run_1/metal_stack.png
Drawn at 3 px/um. Only two layers are drawn.
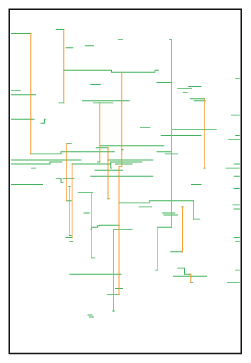
run_1/final_congestion.png
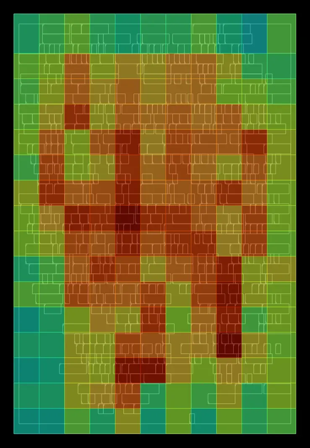
run_1/zoom.png
Window x 23 to 53, y 65 to 95 um. Cells in grey, sequential cells in the stronger grey; small squares are vias.
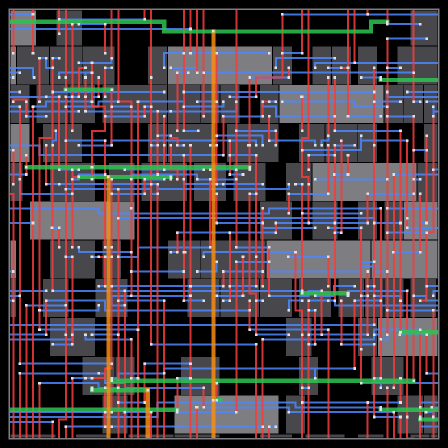
### config.mk
export PLATFORM = sky130hd
export DESIGN_NAME = ws2812_line_decoder_flat
export DESIGN_NICKNAME = d
export VERILOG_FILES = /design/src/rtl/leds_racer_pkg.sv /design/src/rtl/ws2812_line_decoder_if.sv /design/src/rtl/line_sync_edge.sv /design/src/rtl/ws2812_line_decoder.sv /design/src/flat_wrapper.sv
export SDC_FILE = /design/constraint.sdc
export NUM_CORES = 1
export LEC_CHECK = 0
export CORE_ASPECT_RATIO = 1.5
export CORE_UTILIZATION = 55
export CTS_BUF_LIST = sky130_fd_sc_hd__clkbuf_4
export DETAILED_ROUTE_END_ITERATION = 10
export DONT_BUFFER_PORTS = 1
export GPL_TIMING_DRIVEN = 0
export PLACE_DENSITY = 0.78
export SYNTH_ARGS = -nofsm -noshare
export SYNTH_HDL_FRONTEND = slang
export SYNTH_SLANG_ARGS = --single-unit
### constraint.sdc
create_clock -name clk -period 6.99 [get_ports clk]
set_clock_uncertainty 0.1 [all_clocks]
set_input_delay 1.398 -clock clk [delete_from_list [all_inputs] [get_ports clk]]
set_output_delay 1.398 -clock clk [all_outputs]
set_load 0.01 [all_outputs]
### src/rtl/leds_racer_pkg.sv
// Shared definitions for the LED racer blocks: WS2812 timing defaults,
// decoder error codes, decoder state encoding and pixel payload type.
package leds_racer_pkg;

    localparam int unsigned BITS_PER_PIXEL     = 24;

    // WS2812 timing defaults, in samples of a 50 MHz clock
    localparam int unsigned DEF_T1_MIN_CLK     = 30;
    localparam int unsigned DEF_T_HIGH_MAX_CLK = 100;
    localparam int unsigned DEF_T_RESET_CLK    = 2500;

    localparam int unsigned DEF_MAX_POS        = 109;
    localparam int unsigned DEF_IDX_W          = 7;

    // Error codes reported on err_code
    localparam logic [1:0] ERR_NONE           = 2'b00;
    localparam logic [1:0] ERR_HIGH_TOO_LONG  = 2'b01;
    localparam logic [1:0] ERR_PARTIAL_PIXEL  = 2'b10;
    localparam logic [1:0] ERR_PIXEL_OVERFLOW = 2'b11;

    // Decoder state encoding
    localparam logic [1:0] ST_SYNC = 2'b00;
    localparam logic [1:0] ST_LOW  = 2'b01;
    localparam logic [1:0] ST_HIGH = 2'b10;

    // Pixel payload: G[23:16] R[15:8] B[7:0], first-received bit in bit 23
    typedef logic [BITS_PER_PIXEL-1:0] grb_t;

endpackage

### src/rtl/ws2812_line_decoder_if.sv
// Decoder report bus: pixel strobe/data, frame close strobe/count, error strobe/code.
//   master: driven by the decoder; slave: consumed by a monitor/checker.
interface ws2812_line_decoder_if
    import leds_racer_pkg::*;
#(
    parameter int unsigned IDX_W = DEF_IDX_W
);
    logic             pixel_valid;
    logic [IDX_W-1:0] pixel_index;
    grb_t             pixel_grb;
    logic             frame_done;
    logic [IDX_W-1:0] frame_pixel_count;
    logic             err_valid;
    logic [1:0]       err_code;

    modport master (
        output pixel_valid, pixel_index, pixel_grb,
        output frame_done, frame_pixel_count,
        output err_valid, err_code
    );

    modport slave (
        input pixel_valid, pixel_index, pixel_grb,
        input frame_done, frame_pixel_count,
        input err_valid, err_code
    );
endinterface

### src/rtl/line_sync_edge.sv
// Two-flop synchroniser for an asynchronous level input plus edge detect
// against the previous synchronised sample.
//   clk, reset : clock, synchronous active-high reset
//   din        : asynchronous input
//   level      : synchronised sample (registered)
//   rise_c     : combinational, level went 0 -> 1 this cycle
//   fall_c     : combinational, level went 1 -> 0 this cycle
module line_sync_edge (
    input  logic clk,
    input  logic reset,
    input  logic din,
    output logic level,
    output logic rise_c,
    output logic fall_c
);
    logic meta;
    logic prev;

    always_ff @(posedge clk) begin
        if (reset) begin
            meta  <= 1'b0;
            level <= 1'b0;
            prev  <= 1'b0;
        end else begin
            meta  <= din;
            level <= meta;
            prev  <= level;
        end
    end

    assign rise_c = level & ~prev;
    assign fall_c = ~level & prev;
endmodule

### src/rtl/ws2812_line_decoder.sv
// WS2812 line receiver: decodes high-pulse widths into bits, assembles GRB
// pixels, detects the latch gap closing each frame and flags protocol errors.
//   clk, reset : clock, synchronous active-high reset
//   line_in    : asynchronous WS2812 data line
//   bus        : report bus (pixel, frame, error strobes and held data)
module ws2812_line_decoder
    import leds_racer_pkg::*;
#(
    parameter int unsigned MAX_POS        = DEF_MAX_POS,
    parameter int unsigned T1_MIN_CLK     = DEF_T1_MIN_CLK,
    parameter int unsigned T_HIGH_MAX_CLK = DEF_T_HIGH_MAX_CLK,
    parameter int unsigned T_RESET_CLK    = DEF_T_RESET_CLK,
    parameter int unsigned IDX_W          = DEF_IDX_W
) (
    input  logic                   clk,
    input  logic                   reset,
    input  logic                   line_in,
    ws2812_line_decoder_if.master  bus
);
    localparam int unsigned LOW_W  = $clog2(T_RESET_CLK + 1);
    localparam int unsigned HIGH_W = $clog2(T_HIGH_MAX_CLK + 1);
    localparam int unsigned BIT_W  = $clog2(BITS_PER_PIXEL);
    localparam int unsigned SH_W   = BITS_PER_PIXEL - 1;

    logic level;
    logic rise_c;
    logic fall_c;

    line_sync_edge u_sync (
        .clk    (clk),
        .reset  (reset),
        .din    (line_in),
        .level  (level),
        .rise_c (rise_c),
        .fall_c (fall_c)
    );

    // Decoder state; shift holds only the first 23 bits, the 24th joins on completion
    logic [1:0]       state_q,     state_d;
    logic [LOW_W-1:0] low_cnt_q,   low_cnt_d;
    logic [HIGH_W-1:0] high_cnt_q, high_cnt_d;
    logic [SH_W-1:0]  shift_q,     shift_d;
    logic [BIT_W-1:0] bit_cnt_q,   bit_cnt_d;
    logic [IDX_W-1:0] pix_idx_q,   pix_idx_d;
    logic             got_bit_q,   got_bit_d;
    logic             ovf_q,       ovf_d;

    // Registered outputs
    logic             pixel_valid_q, pixel_valid_d;
    logic [IDX_W-1:0] pixel_index_q, pixel_index_d;
    grb_t             pixel_grb_q,   pixel_grb_d;
    logic             frame_done_q,  frame_done_d;
    logic [IDX_W-1:0] frame_cnt_q,   frame_cnt_d;
    logic             err_valid_q,   err_valid_d;
    logic [1:0]       err_code_q,    err_code_d;

    logic bit_val;
    grb_t shifted;

    // Next-state and output decode
    always_comb begin
        state_d       = state_q;
        low_cnt_d     = low_cnt_q;
        high_cnt_d    = high_cnt_q;
        shift_d       = shift_q;
        bit_cnt_d     = bit_cnt_q;
        pix_idx_d     = pix_idx_q;
        got_bit_d     = got_bit_q;
        ovf_d         = ovf_q;
        pixel_valid_d = 1'b0;
        pixel_index_d = pixel_index_q;
        pixel_grb_d   = pixel_grb_q;
        frame_done_d  = 1'b0;
        frame_cnt_d   = frame_cnt_q;
        err_valid_d   = 1'b0;
        err_code_d    = err_code_q;

        bit_val = (high_cnt_q >= HIGH_W'(T1_MIN_CLK));
        shifted = {shift_q, bit_val};

        case (state_q)
            // Wait for a full latch gap before trusting bit boundaries
            ST_SYNC: begin
                if (level) begin
                    low_cnt_d = '0;
                end else if (low_cnt_q == LOW_W'(T_RESET_CLK - 1)) begin
                    low_cnt_d = LOW_W'(T_RESET_CLK);
                    state_d   = ST_LOW;
                end else begin
                    low_cnt_d = low_cnt_q + LOW_W'(1);
                end
            end

            ST_LOW: begin
                if (rise_c) begin
                    state_d    = ST_HIGH;
                    high_cnt_d = HIGH_W'(1);
                end else if (low_cnt_q < LOW_W'(T_RESET_CLK)) begin
                    low_cnt_d = low_cnt_q + LOW_W'(1);
                    // Latch gap reached: close the frame if it carried any bit
                    if (low_cnt_q == LOW_W'(T_RESET_CLK - 1)) begin
                        if (got_bit_q) begin
                            frame_done_d = 1'b1;
                            frame_cnt_d  = pix_idx_q;
                            if (bit_cnt_q != '0) begin
                                err_valid_d = 1'b1;
                                err_code_d  = ERR_PARTIAL_PIXEL;
                            end
                        end
                        pix_idx_d = '0;
                        bit_cnt_d = '0;
                        shift_d   = '0;
                        got_bit_d = 1'b0;
                        ovf_d     = 1'b0;
                    end
                end
            end

            ST_HIGH: begin
                if (fall_c) begin
                    state_d   = ST_LOW;
                    low_cnt_d = LOW_W'(1);
                    shift_d   = shifted[SH_W-1:0];
                    got_bit_d = 1'b1;
                    if (bit_cnt_q == BIT_W'(BITS_PER_PIXEL - 1)) begin
                        bit_cnt_d = '0;
                        if (pix_idx_q < IDX_W'(MAX_POS)) begin
                            pixel_valid_d = 1'b1;
                            pixel_grb_d   = shifted;
                            pixel_index_d = pix_idx_q;
                            pix_idx_d     = pix_idx_q + IDX_W'(1);
                        end else if (!ovf_q) begin
                            // Only the first excess pixel of a frame is reported
                            err_valid_d = 1'b1;
                            err_code_d  = ERR_PIXEL_OVERFLOW;
                            ovf_d       = 1'b1;
                        end
                    end else begin
                        bit_cnt_d = bit_cnt_q + BIT_W'(1);
                    end
                end else if (high_cnt_q == HIGH_W'(T_HIGH_MAX_CLK - 1)) begin
                    // Line stuck high: drop the frame and resynchronise
                    err_valid_d = 1'b1;
                    err_code_d  = ERR_HIGH_TOO_LONG;
                    state_d     = ST_SYNC;
                    low_cnt_d   = '0;
                    pix_idx_d   = '0;
                    bit_cnt_d   = '0;
                    shift_d     = '0;
                    got_bit_d   = 1'b0;
                    ovf_d       = 1'b0;
                end else begin
                    high_cnt_d = high_cnt_q + HIGH_W'(1);
                end
            end

            default: begin
                state_d   = ST_SYNC;
                low_cnt_d = '0;
            end
        endcase
    end

    // State and output registers
    always_ff @(posedge clk) begin
        if (reset) begin
            state_q       <= ST_SYNC;
            low_cnt_q     <= '0;
            high_cnt_q    <= '0;
            shift_q       <= '0;
            bit_cnt_q     <= '0;
            pix_idx_q     <= '0;
            got_bit_q     <= 1'b0;
            ovf_q         <= 1'b0;
            pixel_valid_q <= 1'b0;
            pixel_index_q <= '0;
            pixel_grb_q   <= '0;
            frame_done_q  <= 1'b0;
            frame_cnt_q   <= '0;
            err_valid_q   <= 1'b0;
            err_code_q    <= ERR_NONE;
        end else begin
            state_q       <= state_d;
            low_cnt_q     <= low_cnt_d;
            high_cnt_q    <= high_cnt_d;
            shift_q       <= shift_d;
            bit_cnt_q     <= bit_cnt_d;
            pix_idx_q     <= pix_idx_d;
            got_bit_q     <= got_bit_d;
            ovf_q         <= ovf_d;
            pixel_valid_q <= pixel_valid_d;
            pixel_index_q <= pixel_index_d;
            pixel_grb_q   <= pixel_grb_d;
            frame_done_q  <= frame_done_d;
            frame_cnt_q   <= frame_cnt_d;
            err_valid_q   <= err_valid_d;
            err_code_q    <= err_code_d;
        end
    end

    assign bus.pixel_valid       = pixel_valid_q;
    assign bus.pixel_index       = pixel_index_q;
    assign bus.pixel_grb         = pixel_grb_q;
    assign bus.frame_done        = frame_done_q;
    assign bus.frame_pixel_count = frame_cnt_q;
    assign bus.err_valid         = err_valid_q;
    assign bus.err_code          = err_code_q;
endmodule

### src/flat_wrapper.sv
// flat-port wrapper written by rule: the top's interface ports become plain ports
module ws2812_line_decoder_flat import leds_racer_pkg::*;
#(
    parameter int unsigned MAX_POS        = DEF_MAX_POS,
    parameter int unsigned T1_MIN_CLK     = DEF_T1_MIN_CLK,
    parameter int unsigned T_HIGH_MAX_CLK = DEF_T_HIGH_MAX_CLK,
    parameter int unsigned T_RESET_CLK    = DEF_T_RESET_CLK,
    parameter int unsigned IDX_W          = DEF_IDX_W
)
  (clk, reset, line_in, bus_pixel_valid, bus_pixel_index, bus_pixel_grb, bus_frame_done, bus_frame_pixel_count, bus_err_valid, bus_err_code);
  ws2812_line_decoder_if #(.IDX_W(IDX_W)) bus_i ();
  input  logic clk;
  input  logic reset;
  input  logic line_in;
  output wire logic [$bits(bus_i.pixel_valid)-1:0] bus_pixel_valid;
  output wire logic [$bits(bus_i.pixel_index)-1:0] bus_pixel_index;
  output wire logic [$bits(bus_i.pixel_grb)-1:0] bus_pixel_grb;
  output wire logic [$bits(bus_i.frame_done)-1:0] bus_frame_done;
  output wire logic [$bits(bus_i.frame_pixel_count)-1:0] bus_frame_pixel_count;
  output wire logic [$bits(bus_i.err_valid)-1:0] bus_err_valid;
  output wire logic [$bits(bus_i.err_code)-1:0] bus_err_code;
  assign bus_pixel_valid = bus_i.pixel_valid;
  assign bus_pixel_index = bus_i.pixel_index;
  assign bus_pixel_grb = bus_i.pixel_grb;
  assign bus_frame_done = bus_i.frame_done;
  assign bus_frame_pixel_count = bus_i.frame_pixel_count;
  assign bus_err_valid = bus_i.err_valid;
  assign bus_err_code = bus_i.err_code;
  ws2812_line_decoder #(.MAX_POS(MAX_POS), .T1_MIN_CLK(T1_MIN_CLK), .T_HIGH_MAX_CLK(T_HIGH_MAX_CLK), .T_RESET_CLK(T_RESET_CLK), .IDX_W(IDX_W)) u_core (.clk(clk), .reset(reset), .line_in(line_in), .bus(bus_i));
endmodule
==> results.txt, run 1 <==
Results of an implementation run.

The flow ran to the end, and the final reports show no timing, DRC or antenna violations. The minimum period implied by the final worst setup slack is 2.86 ns. The synthesized cell area is 4620 um2.

Pin placement for this block handled ~46 I/O pins. At the pin with the least slew margin, the transition time is 0.661 ns. The hold-critical path depth is 1. The end of the worst hold path is u_core.u_sync.level.

In the final routing, the length of wire on met1 measures between 4000 and 5000 um. The maximum buffer depth of the clock tree is 2. The all-layer global routing usage is 0.280. The tree is rooted in a clkbuf_4. Per the post-place timing report, worst setup slack is 3.96 ns. The path type of the worst min-delay path is reg2reg. The post-synth count of flops with an enable pin is 0. Overall power consumption after layout is estimated at 1.18 mW. The insertion delay at the late pin of the worst-skew pair is 0.47 ns. The unique cell type count in the Yosys netlist is 57. After the first detailed-routing iteration, the DRC count stood at 199. The synthesis-stage register bit count is around 100. For this run, the top clock speed supported by timing is 0.350 GHz. The largest total area in the synthesized netlist belongs to dfxtp_1. The average vias per placed instance is 6.15. For this run, the post-layout net count is 579.

Looking at the worst setup and hold paths, the clock pins of their registers show a slew of 0.15 ns. Among all flip-flop cells after synthesis, the most frequent one is dfxtp_1. Summed over all nets, wire length on met2 after detailed routing comes to 5890 um. The maximum number of pins on one net before global-route repair is 17. The number of cells reported by Yosys stat comes to 555. The placed wire-length estimate is between 8000 and 9000 um. STA shows the worst reg2reg path with a cell count of 10. On the critical path the data arrives at ~3.2 ns.

For the worst min-delay path, the startpoint reported by OpenROAD is u_core.u_sync.meta. The number of H-tree levels is 3. The report puts the hold buffer count at CTS at 0.

The startpoint identified for the worst register-to-register timing path is u_core.state_q[1]. Dividing the final minimum period by the clock period gives 0.409. The worst setup path is captured at a flip-flop. The area fraction of the largest cell type after synthesis is 0.451. The number of global-route vias before repair is slightly above 4000. The chip occupies 8780 um2. Recorded from the global router log, the overflow total was 0. Setup repair after global routing left no endpoint under its margin. According to the Yosys statistics, the synthesized design has a chip area of 4620 um2. The first global-routing pass estimated 19400 um of wire. The required arrival time at the worst endpoint is ~7.3 ns.

The number of antenna violations at the first check in global routing came to 0. The setup fix buffers added after clock tree synthesis is 0. The repair_antennas step left the layout with diodes totalling 0.

The fraction of registers with async set/reset is 0. The startpoint type of the worst setup path is a flip-flop.
About metal_stack.png:
Key: orange = met4 [wire length 409 um]; green = met3 [wire length 511 um]
routed wire length: 11600 um
overall via count from detail_route: 4155

About final_congestion.png:
Routed wire per std cell: 17.2 um
layer with the highest usage after global routing: met2
routing usage on met3: 0.0566
met1 Resource Use GR: 0.318
met2 Track Usage GR: 0.482

About zoom.png:
Key: blue = met1; green = met3; orange = met4; red = met2
74 logic cells have their middle in the window. Netlist names of flops here include u_core.pix_idx_q (4), u_core.shift_q (2). Sequential cells in the window: 8. Most frequent: clkbuf_1 (14), dfxtp_1 (8), a21oi_1 (7).

[run 1: where the power goes]
group	internal [mW]	leakage, nW	total [mW]	switching, mW
clock	0.123	0.0742	0.317	0.194
combinational	0.0680	0.641	0.241	0.173
sequential	0.608	0.839	0.624	0.0165
total	0.798	1.55	1.18	0.384
[run 1: critical path: stages, from the launching register on]
cell	delay (ns)
dfxtp_1	0.36
inv_1	0.09
ha_1	0.14
clkbuf_1	0.32
inv_1	0.19
or2_1	0.29
o211ai_2	0.25
buf_6	0.18
clkbuf_1	0.44
o21ai_0	0.21
a21oi_1	0.21
[run 1: cells in the mapped netlist (2+ instances only)]
library cell,instances
o21a_1,4
a211oi_1,3
nand4b_1,4
a2111oi_0,4
a22o_1,2
nand2b_1,2
or4_1,5
and2_1,5
or4b_4,2
dfxtp_1,104
ha_1,10
and3_1,4
nand3_1,10
buf_2,6
nor2_1,35
o311ai_0,3
o21ai_1,4
a21oi_1,78
o31ai_1,8
o21ai_0,41
nor3_1,3
or3_1,7
a21o_1,2
a31o_2,2
nor2b_1,4
clkbuf_1,32
a31oi_1,6
xnor2_1,5
nand4_1,35
nand2_1,73
mux2i_1,9
nor4_1,3
o211a_1,3
or2_2,2
inv_1,13
[run 1: area by class of cell]
| type | count | area [um2] |
|---|---|---|
| fill | 731 | 3160 |
| multi-input combinational | 398 | 2320 |
| sequential | 104 | 2080 |
| buffer | 40 | 165 |
| tap | 105 | 131 |
| clock buffer | 12 | 90.1 |
| clock inverter | 4 | 53.8 |
| inverter | 13 | 48.8 |
[run 1: kinds of logic (layout without fill, tap and decap cells)]
family	count (synthesis)	after routing	share of synthesized area
buf+inv	53	69	0.0463
fa+ha+maj	10	10	0.0271
flops	104	104	0.451
mux	9	9	0.0195
compound gates	171	171	0.224
simple gates	203	203	0.223
xor+xnor	5	5	0.00948
[run 1: flip-flops by register name, indices dropped and copies added (netlist names)]
signal	cells
u_core.bit_cnt_q	5
u_core.bus.err_code	2
u_core.bus.err_valid	1
u_core.bus.frame_done	1
u_core.bus.frame_pixel_count	7
u_core.bus.pixel_grb	24
u_core.bus.pixel_index	7
u_core.bus.pixel_valid	1
u_core.got_bit_q	1
u_core.high_cnt_q	7
u_core.low_cnt_q	12
u_core.ovf_q	1
u_core.pix_idx_q	7
u_core.shift_q	23
u_core.state_q	2
u_core.u_sync.level	1
u_core.u_sync.meta	1
u_core.u_sync.prev	1
[run 1: worst max path at each step]
stage                     cells after the start                 from  slack (ns)                               to
after CTS                                     7  u_core.low_cnt_q[0]        4.20              u_core.pix_idx_q[1]
final                                        10    u_core.state_q[1]        4.13               u_core.shift_q[17]
after detailed placement                      4                reset        3.96          u_core.bus.pixel_grb[3]
after global routing                         10    u_core.state_q[1]        3.92               u_core.shift_q[17]
after floorplan                               4                reset        4.54  u_core.bus.frame_pixel_count[0]
after global placement                        4                reset        3.98              u_core.pix_idx_q[1]
[run 1: stage by stage]
stage | cells | instance area (um2) | hold slack, ns
after floorplan | 555 | 4620 | 0.314
after global placement | 660 | 4750 | 0.320
after detailed placement | 660 | 4750 | 0.327
after CTS | 676 | 4900 | 0.358
after global routing | 676 | 4900 | 0.366
final | 676 | 4900 | 0.358
run_1/gate_families.png
Drawn at 4 px/um.
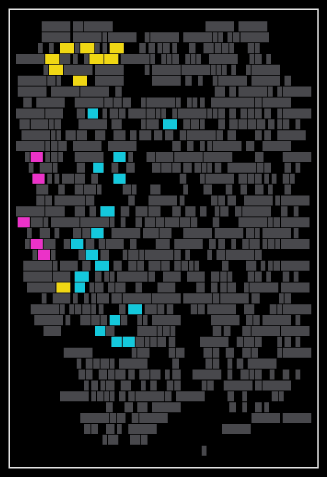

## Run 2: what changed since run 1
--- a/config.mk
+++ b/config.mk
@@ -11,7 +11,7 @@
 export DETAILED_ROUTE_END_ITERATION = 10
 export DONT_BUFFER_PORTS = 1
 export GPL_TIMING_DRIVEN = 0
-export PLACE_DENSITY = 0.78
+export PLACE_DENSITY = 0.81
 export SYNTH_ARGS = -nofsm -noshare
 export SYNTH_HDL_FRONTEND = slang
 export SYNTH_SLANG_ARGS = --single-unit
==> constraint.sdc (replaced) <==
create_clock -name clk -period 2.3 [get_ports clk]
set_clock_uncertainty 0.1 [all_clocks]
set_input_delay 0.46 -clock clk [delete_from_list [all_inputs] [get_ports clk]]
set_output_delay 0.46 -clock clk [all_outputs]
set_load 0.01 [all_outputs]
run_2/gate_families.png
Drawn at 4 px/um.
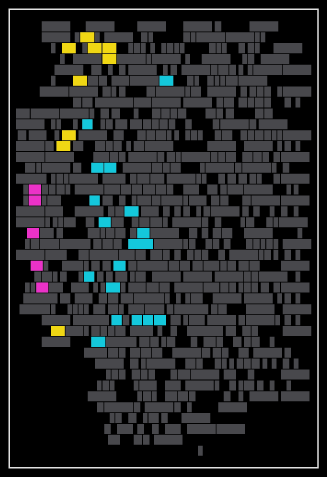
Key: yellow = multiplexers [cells 9, most used mux2i_1, where north-west]; cyan = AND-OR and OR-AND gates [cells 17, most used o21a_1]; magenta = XOR/XNOR gates [cells 5, most used xnor2_1, where west]
tally of non-filler cells in the final layout: 698
Commonest Layout Cell: dfxtp_1
share of cell area taken by multi-input logic gates: 0.474

==> run 2 against run 1 <==
  * The run now ends with negative setup slack left
  * Sequential power grew to 3.1 times the previous value
  * Synthesized cell count stayed put
  * First-iteration DRC count rose by 63%
  * Critical path depth decreased by 3
  * Final cell count is 3.3% higher
  * Clock power went up to 2.7 times the previous value
  * Design area rose by 9.3%
  * Worst hold slack worse by 0.0032 ns
  * Routed wire length increased by 6.1%
  * Register-to-register slack lost 4.2 ns
  * Largest cell class unchanged
==> results.txt, run 2 <==
Results of an implementation run.

The maximum buffer depth of the clock tree is 2 (unchanged). The overall die area is 8780 um2 (unchanged). The average vias per placed instance is 6.21 (+1.1%). The insertion delay at the late pin of the worst-skew pair is 0.49 ns (+0.02 ns). The number of DRC markers after the initial detailed-route iteration is 325 (+63%). The average wire length per cell after detail routing is 17.6 um (+2.7%). The final reports fail on negative setup slack. The number of top-level pins came to 46 (unchanged). The clock transition at the register clock pins on the worst setup and hold paths after CTS was 0.15 ns (about the same).

The number of antenna violations at the first check in global routing was 0 (unchanged). The required arrival time at the worst endpoint came to 2.62 ns (-4.67 ns). STA classifies the critical path endpoint as a flip-flop. The final worst-path setup slack is -0.0256 ns. The post-layout period usage of the worst path is 1.01 (+0.602). The maximum clock rate is 0.430 GHz (+23%). The synthesized cell area is 4620 um2 (unchanged). The wire length of the first global-routing pass came to 19600 um (+0.96%).

The run finished, with violations left. The transition time at the pin with the least slew margin is 0.663 ns (+0.00161 ns). The final-report setup violation count is 1.

The worst hold path belongs to the class reg2reg. The worst-case setup slack after placement came to -0.458 ns (-4.41 ns).
run_2/met1.png
Drawn at 3 px/um. Supply wires on this layer in grey.
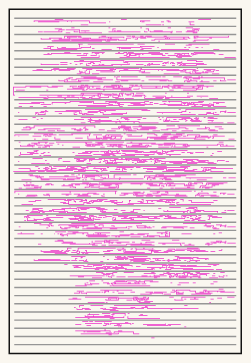
The longest straight run is 34.0 um. The wires run mostly horizontal. 571 nets have wire on it. The layer holds 39% of the routed length. The layer carries 4830 um of wire.
routed wire length: 12300 um
met1 Resource Use GR: 0.335
overall via count from detail_route: 4337

==> run 2: metrics by stage <==
stage / total power [mW] / utilization
floorplan: 2.44 / -
global placement: 2.63 / 0.590
detailed placement: 2.65 / 0.590
CTS: 3.61 / 0.629
global route: 3.97 / 0.664
finish: 3.82 / 0.664
==> run 2: critical path, cell delays in order (launching register included) <==
cell and delay, ns:
dfxtp_2 0.39, ha_4 0.14, or4b_4 0.50, o31ai_4 0.35, buf_6 0.18, nand2_8 0.06, or4_1 0.39, a21oi_1 0.14
==> run 2: worst paths after layout <==
check,start,slack (ns),endpoint,depth (start not counted)
worst max register to register,u_core.low_cnt_q[0],-0.03,u_core.bit_cnt_q[3],7
worst max-delay path,u_core.low_cnt_q[0],-0.03,u_core.bit_cnt_q[3],7
worst min register to register,u_core.u_sync.meta,0.35,u_core.u_sync.level,1
worst min-delay path,u_core.u_sync.meta,0.35,u_core.u_sync.level,1
==> run 2: routing by layer <==
| metal | part of all wire | vias up | routed length, um | global-route usage |
|---|---|---|---|---|
| li1 | - | 2069 | - | - |
| met1 | 0.39 | 2078 | 4830 | 0.335 |
| met2 | 0.51 | 150 | 6320 | 0.476 |
| met3 | 0.056 | 40 | 687 | 0.0470 |
| met4 | 0.038 | 0 | 465 | 0.173 |
| met5 | 0 | - | 0 | 0 |
==> run 2: kinds of logic (layout without fill, tap and decap cells) <==
| family | Yosys count | count (layout) | synth area share |
|---|---|---|---|
| compound gates | 171 | 171 | 0.224 |
| xor+xnor | 5 | 5 | 0.00948 |
| fa+ha+maj | 10 | 10 | 0.0271 |
| buf+inv | 53 | 91 | 0.0463 |
| flops | 104 | 104 | 0.451 |
| mux | 9 | 9 | 0.0195 |
| simple gates | 203 | 203 | 0.223 |
==> run 2: layout make-up <==
type / instances / area (um2)
multi-input combinational: 398 / 2530
timing repair buffer: 24 / 198
sequential: 104 / 2090
fill: 656 / 2710
clock buffer: 10 / 75.1
clock inverter: 6 / 43.8
buffer: 38 / 224
tap: 105 / 131
inverter: 13 / 48.8
==> run 2: timing repair <==
action                                 CTS  global route
buffers inserted                        12             9
hold buffers                             0             1
pin swaps                                6            26
cloned                                   0             3
endpoints found under the hold margin    0             1
resized                                 40            77
setup endpoints to repair               92            90
==> run 2: report_power, final <==
group | leakage (nW) | switching [mW] | internal (mW) | total [mW]
sequential | 0.842 | 0.0594 | 1.85 | 1.91
clock | 0.0567 | 0.622 | 0.236 | 0.858
combinational | 0.831 | 0.648 | 0.404 | 1.05
Power figures rest on the tool's default switching activity, not on a simulated workload.
